### The metal 3 layer, run 1

Scale: 8 px per µm.
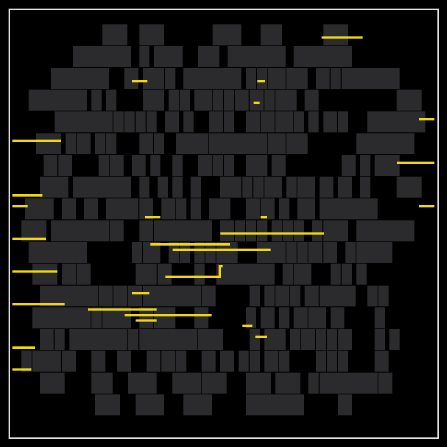
### I/O nets highlighted, run 1

Scale: 10 px per µm.
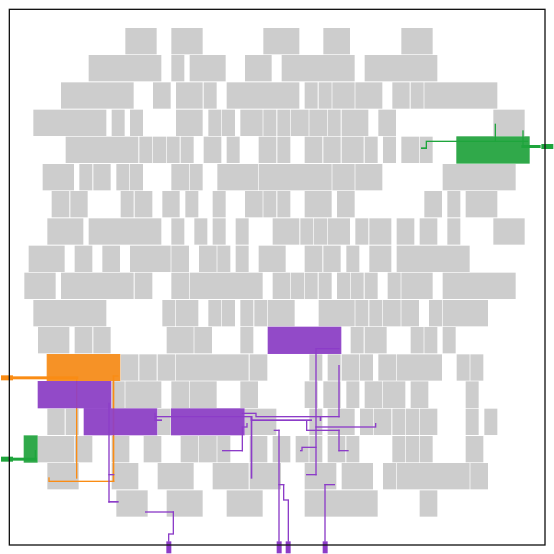
### The clock network, run 1

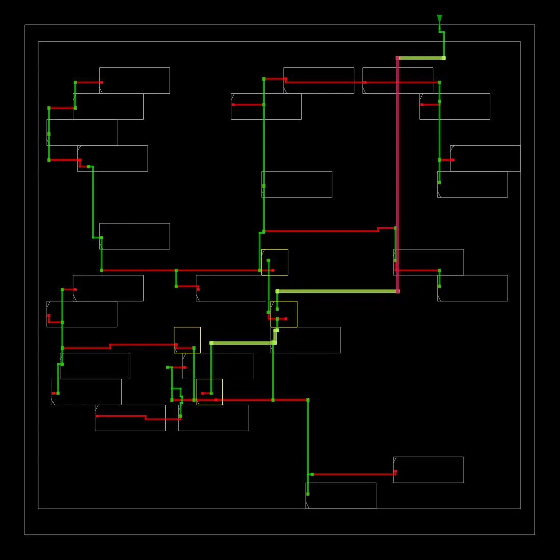
[src/rtl/aeolus_pkg.sv]
`default_nettype none
// ============================================================================
// Module      : aeolus_pkg
// Description : Shared definitions for the aeolus control sequencer and its
//               datapath. Holds the opcode map, the sequencer state encoding,
//               the ALU operation codes and the shift-register state codes.
// Revision    : 1.0 - initial release
// ============================================================================
package aeolus_pkg;

    localparam int OPCODE_W = 4;
    localparam int IMM_W    = 4;

    // Opcode map (instr[7:4]); 9..E are undefined.
    localparam logic [OPCODE_W-1:0] OP_NOP = 4'h0;
    localparam logic [OPCODE_W-1:0] OP_LDA = 4'h1;
    localparam logic [OPCODE_W-1:0] OP_LDB = 4'h2;
    localparam logic [OPCODE_W-1:0] OP_ADD = 4'h3;
    localparam logic [OPCODE_W-1:0] OP_SUB = 4'h4;
    localparam logic [OPCODE_W-1:0] OP_LSH = 4'h5;
    localparam logic [OPCODE_W-1:0] OP_RSH = 4'h6;
    localparam logic [OPCODE_W-1:0] OP_SLD = 4'h7;
    localparam logic [OPCODE_W-1:0] OP_OUT = 4'h8;
    localparam logic [OPCODE_W-1:0] OP_HLT = 4'hF;

    // ALU operation select.
    localparam logic [1:0] ALU_ADD = 2'b00;
    localparam logic [1:0] ALU_SUB = 2'b01;

    // Shift-register state select.
    localparam logic [1:0] SHIFT_HOLD = 2'b00;
    localparam logic [1:0] SHIFT_LSH  = 2'b10;
    localparam logic [1:0] SHIFT_RSH  = 2'b01;

    typedef enum logic [2:0] {
        ST_FETCH    = 3'd0,
        ST_DECODE   = 3'd1,
        ST_EXEC     = 3'd2,
        ST_WB       = 3'd3,
        ST_OUT_WAIT = 3'd4,
        ST_HALT     = 3'd5
    } state_t;

    // True for every defined opcode.
    function automatic logic op_is_legal(input logic [OPCODE_W-1:0] op);
        return (op <= OP_OUT) || (op == OP_HLT);
    endfunction

endpackage
`default_nettype wire

[src/rtl/aeolus_repeat_counter.sv]
`default_nettype none
// ============================================================================
// Module      : aeolus_repeat_counter
// Description : Down-counter holding the remaining repeat count of a shift
//               instruction. Load has priority over decrement; decrement
//               saturates at zero.
// Ports       : clk, reset (sync, active-high)
//               load / load_value : capture a new count
//               dec               : decrement by one
//               zero              : count == 0
//               last              : count == 1 (final repeat cycle)
// Revision    : 1.0 - initial release
// ============================================================================
module aeolus_repeat_counter #(
    parameter int WIDTH = 4
) (
    input  logic             clk,
    input  logic             reset,
    input  logic             load,
    input  logic [WIDTH-1:0] load_value,
    input  logic             dec,
    output logic             zero,
    output logic             last
);

    localparam logic [WIDTH-1:0] c_one = {{(WIDTH-1){1'b0}}, 1'b1};

    logic [WIDTH-1:0] r_count;

    always_ff @(posedge clk) begin
        if (reset) begin
            r_count <= '0;
        end else if (load) begin
            r_count <= load_value;
        end else if (dec && (r_count != '0)) begin
            r_count <= r_count - c_one;
        end
    end

    assign zero = (r_count == '0);
    assign last = (r_count == c_one);

endmodule
`default_nettype wire

[src/rtl/aeolus_control_sequencer.sv]
`default_nettype none
// ============================================================================
// Module      : aeolus_control_sequencer
// Description : Multi-cycle control FSM. Accepts one {opcode, imm} instruction
//               per instr_valid/instr_ready handshake and issues registered
//               one-hot strobes to the register file (lda/ldb/ldo), the
//               shifter (shift_load/shift_state) and the ALU (alu_op). Result
//               events are offered downstream on out_valid/out_ready.
// Ports       : clk, reset (sync, active-high)
//               instr, instr_valid, instr_ready : instruction handshake
//               imm_out                         : immediate to datapath
//               lda, ldb, ldo, alu_op           : register file / ALU
//               shift_load, shift_state         : shift register
//               out_valid, out_ready            : result handshake
//               illegal, halted                 : status
// Revision    : 1.0 - initial release
// ============================================================================
module aeolus_control_sequencer
    import aeolus_pkg::*;
#(
    parameter int OPCODE_WIDTH = 4,
    parameter int IMM_WIDTH    = 4
) (
    input  logic                              clk,
    input  logic                              reset,
    input  logic [OPCODE_WIDTH+IMM_WIDTH-1:0] instr,
    input  logic                              instr_valid,
    output logic                              instr_ready,
    output logic [IMM_WIDTH-1:0]              imm_out,
    output logic                              lda,
    output logic                              ldb,
    output logic                              ldo,
    output logic [1:0]                        alu_op,
    output logic                              shift_load,
    output logic [1:0]                        shift_state,
    output logic                              out_valid,
    input  logic                              out_ready,
    output logic                              illegal,
    output logic                              halted
);

    state_t                            r_state;
    logic [OPCODE_WIDTH+IMM_WIDTH-1:0] r_instr;

    logic [OPCODE_WIDTH-1:0] w_op;
    logic [IMM_WIDTH-1:0]    w_imm;
    logic                    w_shift_op;
    logic                    w_cnt_zero;
    logic                    w_cnt_last;

    assign w_op       = r_instr[IMM_WIDTH +: OPCODE_WIDTH];
    assign w_imm      = r_instr[IMM_WIDTH-1:0];
    assign w_shift_op = (w_op == OP_LSH) || (w_op == OP_RSH);

    // Ready is gated by reset directly so no instruction can be accepted on
    // the edge that resets the sequencer.
    assign instr_ready = (r_state == ST_FETCH) && !reset;

    // Counter is loaded in DECODE so it holds imm during the first EXEC cycle;
    // it steps once per issued shift cycle.
    aeolus_repeat_counter #(
        .WIDTH (IMM_WIDTH)
    ) u_repeat_counter (
        .clk        (clk),
        .reset      (reset),
        .load       (r_state == ST_DECODE),
        .load_value (w_imm),
        .dec        ((r_state == ST_EXEC) && w_shift_op && !w_cnt_zero),
        .zero       (w_cnt_zero),
        .last       (w_cnt_last)
    );

    // All outputs are registered: strobes for a cycle are decided on the
    // edge that enters that cycle.
    always_ff @(posedge clk) begin
        if (reset) begin
            r_state     <= ST_FETCH;
            r_instr     <= '0;
            imm_out     <= '0;
            lda         <= 1'b0;
            ldb         <= 1'b0;
            ldo         <= 1'b0;
            alu_op      <= ALU_ADD;
            shift_load  <= 1'b0;
            shift_state <= SHIFT_HOLD;
            out_valid   <= 1'b0;
            illegal     <= 1'b0;
            halted      <= 1'b0;
        end else begin
            unique case (r_state)
                ST_FETCH: begin
                    if (instr_valid) begin
                        r_instr <= instr;
                        // Immediate is presented from the DECODE cycle on and
                        // held until the next instruction is accepted.
                        imm_out <= instr[IMM_WIDTH-1:0];
                        r_state <= ST_DECODE;
                    end
                end

                ST_DECODE: begin
                    r_state    <= ST_EXEC;
                    lda        <= (w_op == OP_LDA);
                    ldb        <= (w_op == OP_LDB);
                    shift_load <= (w_op == OP_SLD);
                    alu_op     <= (w_op == OP_SUB) ? ALU_SUB : ALU_ADD;
                    illegal    <= !op_is_legal(w_op);
                    if (w_imm == '0) begin
                        shift_state <= SHIFT_HOLD;
                    end else if (w_op == OP_LSH) begin
                        shift_state <= SHIFT_LSH;
                    end else if (w_op == OP_RSH) begin
                        shift_state <= SHIFT_RSH;
                    end else begin
                        shift_state <= SHIFT_HOLD;
                    end
                end

                ST_EXEC: begin
                    lda        <= 1'b0;
                    ldb        <= 1'b0;
                    shift_load <= 1'b0;
                    illegal    <= 1'b0;
                    if ((w_op == OP_ADD) || (w_op == OP_SUB)) begin
                        // alu_op stays put so the result is stable when ldo
                        // captures it in WB.
                        r_state <= ST_WB;
                        ldo     <= 1'b1;
                    end else if (w_shift_op) begin
                        if (w_cnt_zero || w_cnt_last) begin
                            shift_state <= SHIFT_HOLD;
                            r_state     <= ST_FETCH;
                        end
                    end else if (w_op == OP_OUT) begin
                        r_state   <= ST_OUT_WAIT;
                        out_valid <= 1'b1;
                    end else if (w_op == OP_HLT) begin
                        r_state <= ST_HALT;
                        halted  <= 1'b1;
                    end else begin
                        r_state <= ST_FETCH;
                    end
                end

                ST_WB: begin
                    ldo     <= 1'b0;
                    alu_op  <= ALU_ADD;
                    r_state <= ST_FETCH;
                end

                ST_OUT_WAIT: begin
                    if (out_ready) begin
                        out_valid <= 1'b0;
                        r_state   <= ST_FETCH;
                    end
                end

                ST_HALT: begin
                    r_state <= ST_HALT;
                end

                default: begin
                    r_state <= ST_FETCH;
                end
            endcase
        end
    end

endmodule
`default_nettype wire

[config.mk]
export PLATFORM = sky130hd
export DESIGN_NAME = aeolus_control_sequencer
export DESIGN_NICKNAME = d
export VERILOG_FILES = /design/src/rtl/aeolus_pkg.sv /design/src/rtl/aeolus_repeat_counter.sv /design/src/rtl/aeolus_control_sequencer.sv
export SDC_FILE = /design/constraint.sdc
export NUM_CORES = 1
export LEC_CHECK = 0
export ABC_AREA = 1
export CAP_MARGIN = 30
export CORE_UTILIZATION = 50
export DETAILED_ROUTE_END_ITERATION = 12
export HOLD_SLACK_MARGIN = 0.06
export PLACE_DENSITY = 0.79
export SLEW_MARGIN = 20
export SYNTH_ARGS = -nofsm -noshare
export SYNTH_HDL_FRONTEND = slang
export SYNTH_HIERARCHICAL = 1
export SYNTH_SLANG_ARGS = --single-unit
[constraint.sdc]
create_clock -name clk -period 1.79 [get_ports clk]
set_input_delay 0.537 -clock clk [delete_from_list [all_inputs] [get_ports clk]]
set_output_delay 0.537 -clock clk [all_outputs]
set_load 0.02 [all_outputs]
==> flow_summary.json, run 1 <==
{
  "routedWlPerCell_um": 11.7,
  "fin_cells": 259,
  "synth.area.top_cells": "dfxtp_1, nand2_1, inv_1",
  "antennaDiodeCount": 0,
  "fin_crit_sh_pct": 94.0,
  "top_regs": "r_instr (5), u_repeat_counter/r_count (4)",
  "netlist_area_um2": 1320,
  "syn_inst": 199,
  "yosys_warnings": 6,
  "final_area_um2": 1640,
  "ant_nets": 0,
  "hold_viol": 0,
  "htreeDepth": 1,
  "setup_violations": 0,
  "synth_stat.cells": 199,
  "grt_max_degree": 17,
  "clock-root-buffer": "clkbuf_4",
  "cp-start-kind": "register",
  "grt_use_total_pct": 24.5,
  "nFillCells": 247,
  "finalNetCount": 244,
  "viasPerCell": 5.17,
  "max_freq_mhz": 594,
  "status": "completed",
  "synth.avg_cell_area_um2": 6.65,
  "fp_util_pct": 53.4,
  "timing.critical_path.fanout_max": 3,
  "die_w_um": 53.4,
  "worstReg2RegEnd": "shift_state[1]",
  "largest-register": "r_instr",
  "dp_cells": 255,
  "hold_start": "halted",
  "cp.arrival_ps": 1150,
  "fin_crit_ps": 1680,
  "gp_congestion": 0.883,
  "core-area_um2": 2480,
  "grt_util_met1_pct": 29.0,
  "crit_path_end": "instr_ready",
  "r2r_setup_slack_ps": 180,
  "ys_types": 20,
  "openroad.warnings": 27,
  "cts_tree": "built",
  "criticalPathCategory": "register to output port",
  "antenna_found_initial": 0
}
Notes on 'The metal 3 layer' above:
longest straight run: 12.6 µm
main direction: horizontal
share of all routed wire: 3.8%

Notes on 'I/O nets highlighted' above:
legend:
  purple:
    port: imm_out
    bits: 4
    direction: output
    edge: bottom
    end_cells: 4
    buffers: 4
    wire: 117 µm
  orange:
    port: lda
    bits: 1
    direction: output
    edge: left
    end_cells: 1
    buffers: 1
    wire: 34.0 µm
  green:
    port: alu_op
    bits: 2
    direction: output
    edge: 1 right, 1 left
    end_cells: 2
    buffers: 1
    wire: 19.0 µm
IO Pins: 28
IO Port Bufs: 26

Notes on 'The clock network' above:
clk sinks: 25
clk latency late pin: 320 ps
Setup Skew: 11.2 ps
Num CTS Buffers: 3
sequential cell count: 25

run 1: synth_stat cells (all sizes together):
cell and instances:
conb 1, o211ai 2, nor2 22, ha 2, clkbuf 2, nor3 3, dfxtp 25, o21ai 18
nand4 4, xnor2 1, nand2 41, a21oi 20, inv 32, buf 6, nand3 20
run 1: through the flow:
step / setup TNS (ps) / hold slack [ps] / setup WS [ps]
floorplan: 0 / 448 / 238
global placement: -667 / 440 / -487
detailed placement: -1160 / 449 / -478
CTS: 0 / 466 / 110
global route: 0 / 485 / 24.2
finish: 0 / 460 / 107
run 1: critical path, stage by stage, from the launching register on:
cell and delay, ps:
dfxtp_1 370, nor2_2 100, nand2_1 90, nor2_1 110, buf_4 150
run 1: final cells by class:
type,instances,share of cell area (%)
inverters,32,7.32
well taps,30,2.29
flip-flops and latches,25,30.5
repair buffers,34,18.2
multi-input cells,134,39.9
clock inverters,1,0.457
clock buffers,3,1.37
run 1: what timing repair did:
action,in CTS,in global routing
hold endpoints to repair,0,0
gates resized,20,1
endpoints found under the setup margin,15,4
hold buffers,0,0
run 1: metal layers:
| layer | vias to the layer above | routed length, µm | part of all wire (%) |
|---|---|---|---|
| met3 | 8 | 115 | 3.8 |
| met4 | 0 | 87 | 2.9 |
| met1 | 594 | 1380 | 45 |
| met2 | 36 | 1450 | 48 |
| met5 | - | 0 | 0 |
| li1 | 700 | - | - |
run 1: cell families after synthesis:
family	synth area share, %
other	0.284
AOI/OAI and AO/OA	15.5
xor gates and xnor gates	0.662
buffers and inverters	13.1
adders and majority gates	1.89
and+or+nand+nor	30.7
DFF	37.8
run 1: power by group:
part | internal, mW | switching (mW)
Combinational | 0.188 | 0.294
Sequential | 0.616 | 0.0485
Clock | 0.0853 | 0.181
### Clock network drawn from the DEF, run 1

Scale: 10 px per µm.
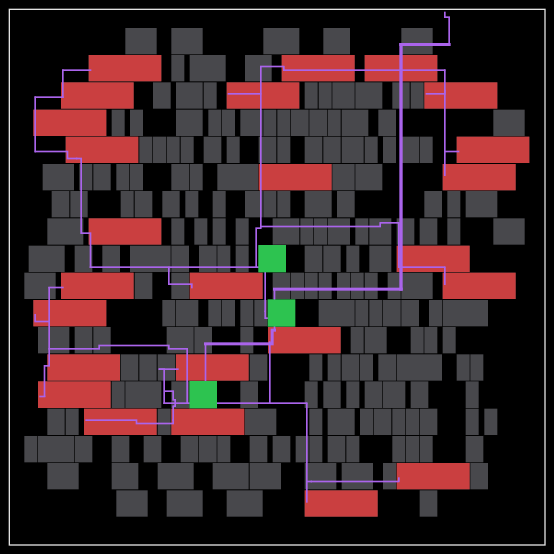

==> run 2, diff against run 1 <==
ABC_AREA = 0   (was 1)
PLACE_DENSITY = 0.78   (was 0.79)
SKIP_CTS_REPAIR_TIMING = 1   (was not set)
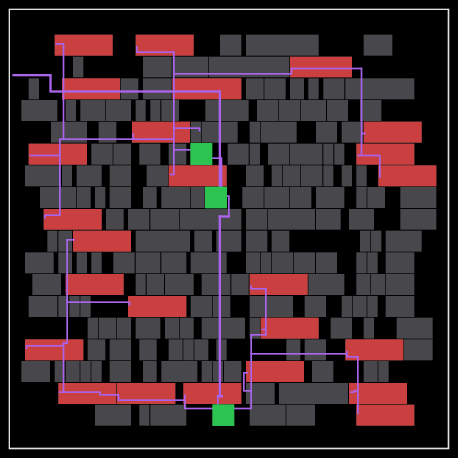
*Clock network drawn from the DEF, run 2*
Scale: 8 px per µm.
legend:
  green:
    item: clock-net drivers
    count: 3
  red:
    item: flip-flops
    count: 25
  purple:
    item: clock wires
    length: 299 µm
routed clock nets: 4
flops lie: spread over the die
Clk. pwr: 0.258 mW
Setup Skew: 4.34 ps
Clk pwr share: 17.4%

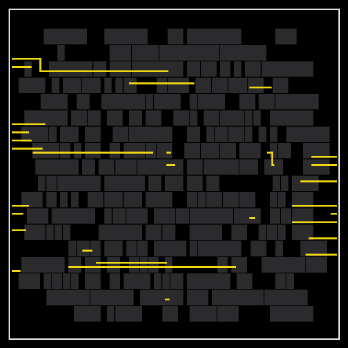
*The metal 3 layer, run 2*
Scale: 6 px per µm.
longest straight run: 27.6 µm
main direction: horizontal
nets with wire on the layer: 26
share of all routed wire: 5.3%
wire length on this layer: 171 µm
Vias: 1,307
drt total wl: 3210 µm

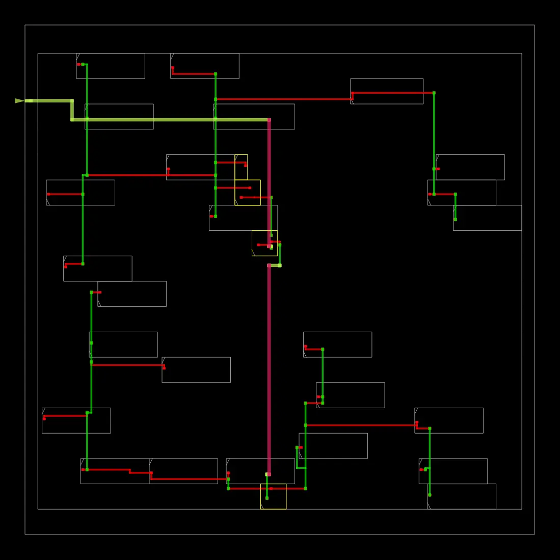
*The clock network, run 2*
# clk buffers: 4

==> flow_summary.json, run 2 <==
{
  "cp-start-kind": "input port",
  "top_cell": "dfxtp_1",
  "async_flop_share_pct": 0,
  "dr_wl_met2_um": 1620,
  "cts_sinks": 25,
  "setup_violations": 2,
  "port_buffers": 26,
  "flop_cell": "dfxtp_1",
  "topRoutingLayerUsed": "met4",
  "synth-edff-count": 0,
  "antenna_found_initial": 0,
  "r2r_setup_slack_ps": -10,
  "viasPerCell": 5.66,
  "finalNetCount": 216,
  "fp_util_pct": 54.6,
  "dr_wl_met3_um": 171,
  "top_cells_by_count": "dfxtp_1, nand2_1, nor2_1, a21oi_1",
  "syn_inst": 159,
  "synth.avg_cell_area_um2": 8.74,
  "netlist_area_um2": 1390,
  "routedWlPerCell_um": 13.9,
  "synth_stat.cells": 159,
  "fin_crit_sh_pct": 105,
  "cp_cell_sequence": "clkdlybuf4s50_1, nor4_2, buf_4",
  "core-area_um2": 2540,
  "die_w_um": 54.7,
  "pin_count": 28,
  "yosys_warnings": 6,
  "grt_max_degree": 30,
  "crit_buf_inv": 2,
  "worstReg2RegEnd": "u_repeat_counter/r_count[3]",
  "setup_ws_ps": -86.3,
  "ys_types": 53,
  "drt-met1-wl_um": 1360,
  "hold_start": "shift_state[0]",
  "violations": "negative setup slack",
  "status": "finished with violations",
  "cp.arrival_ps": 1340,
  "hold_ws_ps": 490,
  "gp_congestion": 0.794,
  "grt_use_total_pct": 24.4,
  "cts_tree": "built"
}
-- run 2: netlist changes by cell type after synthesis, sizes merged, moves of 7 or more --
cell	change
nand3	-19
inv	-25
o21ai	-16
nand2	-17
a21oi	-7
nor2	-7
-- run 2: cells by family (layout without fill, tap and decap cells) --
group | Yosys count | count (layout) | share of synthesized area [%]
DFF | 25 | 25 | 36.0
xor gates and xnor gates | 1 | 1 | 0.630
other | 1 | 1 | 0.270
and+or+nand+nor | 73 | 73 | 30.0
buffers and inverters | 18 | 60 | 7.56
adders and majority gates | 2 | 2 | 1.80
AOI/OAI and AO/OA | 36 | 36 | 21.6
muxes | 3 | 3 | 2.16
-- run 2: worst register-to-register path: cells and delay by family (launching register included) --
family                   cells  cell delay [ps]
AND-OR/OR-AND                1               80
flip-flops                   1              380
adder cells (fa/ha/maj)      1              150
buffers and inverters        2               80
AND/OR/NAND/NOR              3              780
multiplexers                 1              230
-- run 2: layout make-up --
cell class | instances | area (µm²)
multi-input combinational | 116 | 826
fill | 198 | 651
sequential | 25 | 505
timing repair buffer | 49 | 465
tap | 30 | 37.5
inverter | 7 | 33.8
clock buffer | 4 | 26.3
-- run 2: worst max path at each step --
| stage | end | slack [ps] | cells after the start |
|---|---|---|---|
| 6_report | instr_ready | -90 | 3 |
| 4_1_cts | instr_ready | -570 | 3 |
| 3_5_place_dp | instr_ready | -560 | 3 |
| 5_1_grt | instr_ready | -140 | 3 |
| 2_1_floorplan | u_repeat_counter/r_count[3] | -50 | 6 |
| 3_3_place_gp | instr_ready | -560 | 3 |
-- run 2: power breakdown --
| group | internal (mW) | leakage (nW) | switching (mW) |
|---|---|---|---|
| combinational | 0.276 | 0.719 | 0.309 |
| sequential | 0.598 | 0.205 | 0.0379 |
| clock | 0.0873 | 0.0150 | 0.171 |
### I/O nets highlighted, run 2

Scale: 8 px per µm.
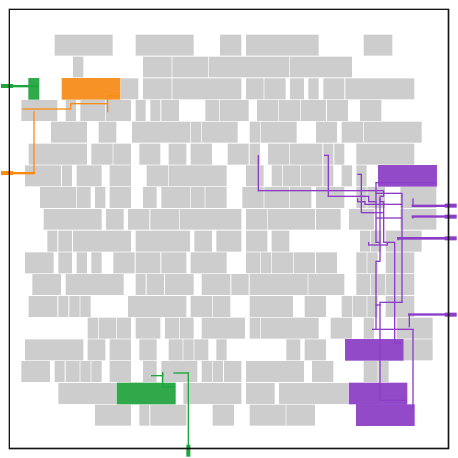

==> run 3, diff against run 2 <==
CORE_MARGIN = 2   (was not set)
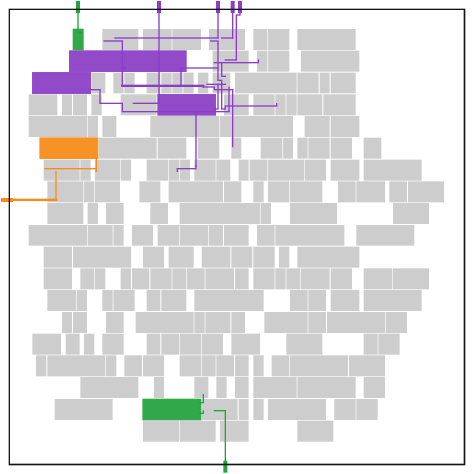
*I/O nets highlighted, run 3*
Scale: 8 px per µm.
legend:
  green:
    port: alu_op
    bits: 2
    direction: output
    edge: 1 bottom, 1 top
    end_cells: 2
    buffers: 1
    wire: 13.0 µm
  purple:
    port: imm_out
    bits: 4
    direction: output
    edge: top
    end_cells: 4
    buffers: 4
    wire: 144 µm
  orange:
    port: lda
    bits: 1
    direction: output
    edge: left
    end_cells: 1
    buffers: 1
    wire: 17.7 µm

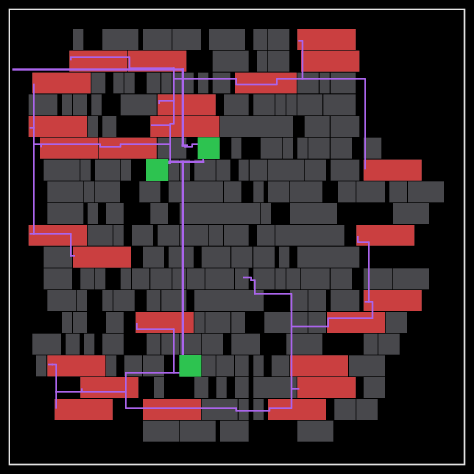
*Clock network drawn from the DEF, run 3*
Scale: 8 px per µm.
legend:
  purple:
    item: clock wires
    length: 296 µm
  red:
    item: flip-flops
    count: 25
  green:
    item: clock-net drivers
    count: 3
flops lie: spread over the die
routed clock nets: 4
Clk pwr share: 17.7%
Setup Skew: 2.69 ps
Clk. pwr: 0.259 mW

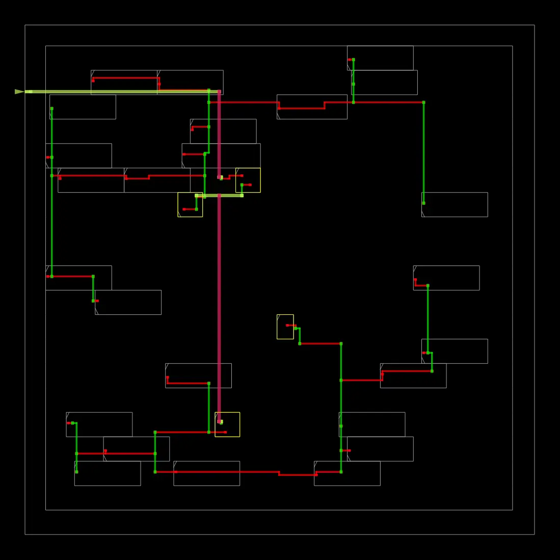
*The clock network, run 3*
# clk buffers: 3

==> flow_summary.json, run 3 <==
{
  "ys_types": 53,
  "setup_violations": 2,
  "synth-xor-area-share_pct": 0.630,
  "maxPowerGroup": "registers",
  "p_sw_share_pct": 35.6,
  "core-area_um2": 2690,
  "gp_congestion": 0.807,
  "top_cells_by_count": "dfxtp_1, nand2_1, nor2_1, a21oi_1",
  "finalNetCount": 213,
  "synth-edff-count": 0,
  "syn_inst": 159,
  "fa_ha_area_share_pct": 1.80,
  "internal_power_mw": 0.941,
  "cp.arrival_ps": 1300,
  "cts_sinks": 25,
  "r2r_setup_slack_ps": 0,
  "netlist_area_um2": 1390,
  "viasPerCell": 5.65,
  "port_buffers": 26,
  "top_cell": "dfxtp_1",
  "wirelength_um": 3150,
  "setup_ws_ps": -47.3,
  "violations": "negative setup slack",
  "ys_sh_mux_pct": 2.16,
  "top_logic_kind": "simple AND/OR/NAND/NOR gates",
  "vias": 1294,
  "die_w_um": 56.7,
  "status": "finished with violations",
  "yosys_warnings": 6,
  "cp_cell_sequence": "clkdlybuf4s50_1, nor4_2, buf_4",
  "pg_comb_mw": 0.567,
  "p_seq_mw": 0.634,
  "flop_cell": "dfxtp_1"
}
run 3: kinds of logic (layout without fill, tap and decap cells):
group,Yosys count,count (layout)
and+or+nand+nor,73,73
AOI/OAI and AO/OA,36,36
DFF,25,25
buffers and inverters,18,57
muxes,3,3
adders and majority gates,2,2
other,1,1
xor gates and xnor gates,1,1
run 3: layer usage:
| metal | GRT usage, % | wire [µm] |
|---|---|---|
| met5 | 0 | 0 |
| met4 | 6.12 | 34 |
| met3 | 3.23 | 164 |
| met2 | 33.7 | 1580 |
| met1 | 25.4 | 1370 |
run 3: worst reg2reg max path, delay by kind of cell (launching register included):
kind / cells / cell delay [ps]
AND-OR/OR-AND: 1 / 240
adder cells (fa/ha/maj): 1 / 140
buffers and inverters: 2 / 140
flip-flops: 1 / 380
multiplexers: 1 / 210
AND/OR/NAND/NOR: 3 / 640
run 3: per-stage QoR:
stage | hold slack (ps) | worst slack, ps | std cells | power, mW
floorplan | 462 | -49.1 | 159 | 1.02
global placement | 457 | -529 | 222 | 1.18
detailed placement | 468 | -519 | 222 | 1.19
CTS | 493 | -522 | 226 | 1.45
global route | 511 | -103 | 229 | 1.54
finish | 487 | -47.3 | 229 | 1.46
run 3: layout make-up:
class | instances | area, µm²
inverters | 7 | 33.8
clock buffers | 3 | 22.5
clock inverters | 1 | 5.00
well taps | 31 | 38.8
repair buffers | 46 | 447
multi-input cells | 116 | 826
fillers | 203 | 808
flip-flops and latches | 25 | 505
run 3: worst max-delay path by stage:
stage,startpoint,endpoint,slack (ps),cells past startpoint
floorplan,r_state[1],u_repeat_counter/r_count[3],-50,6
global placement,reset,instr_ready,-530,3
detailed placement,reset,instr_ready,-520,3
CTS,reset,instr_ready,-520,3
global route,u_repeat_counter/r_count[0],shift_state[1],-100,8
finish,reset,instr_ready,-50,3
Power figures rest on the tool's default switching activity, not on a simulated workload.
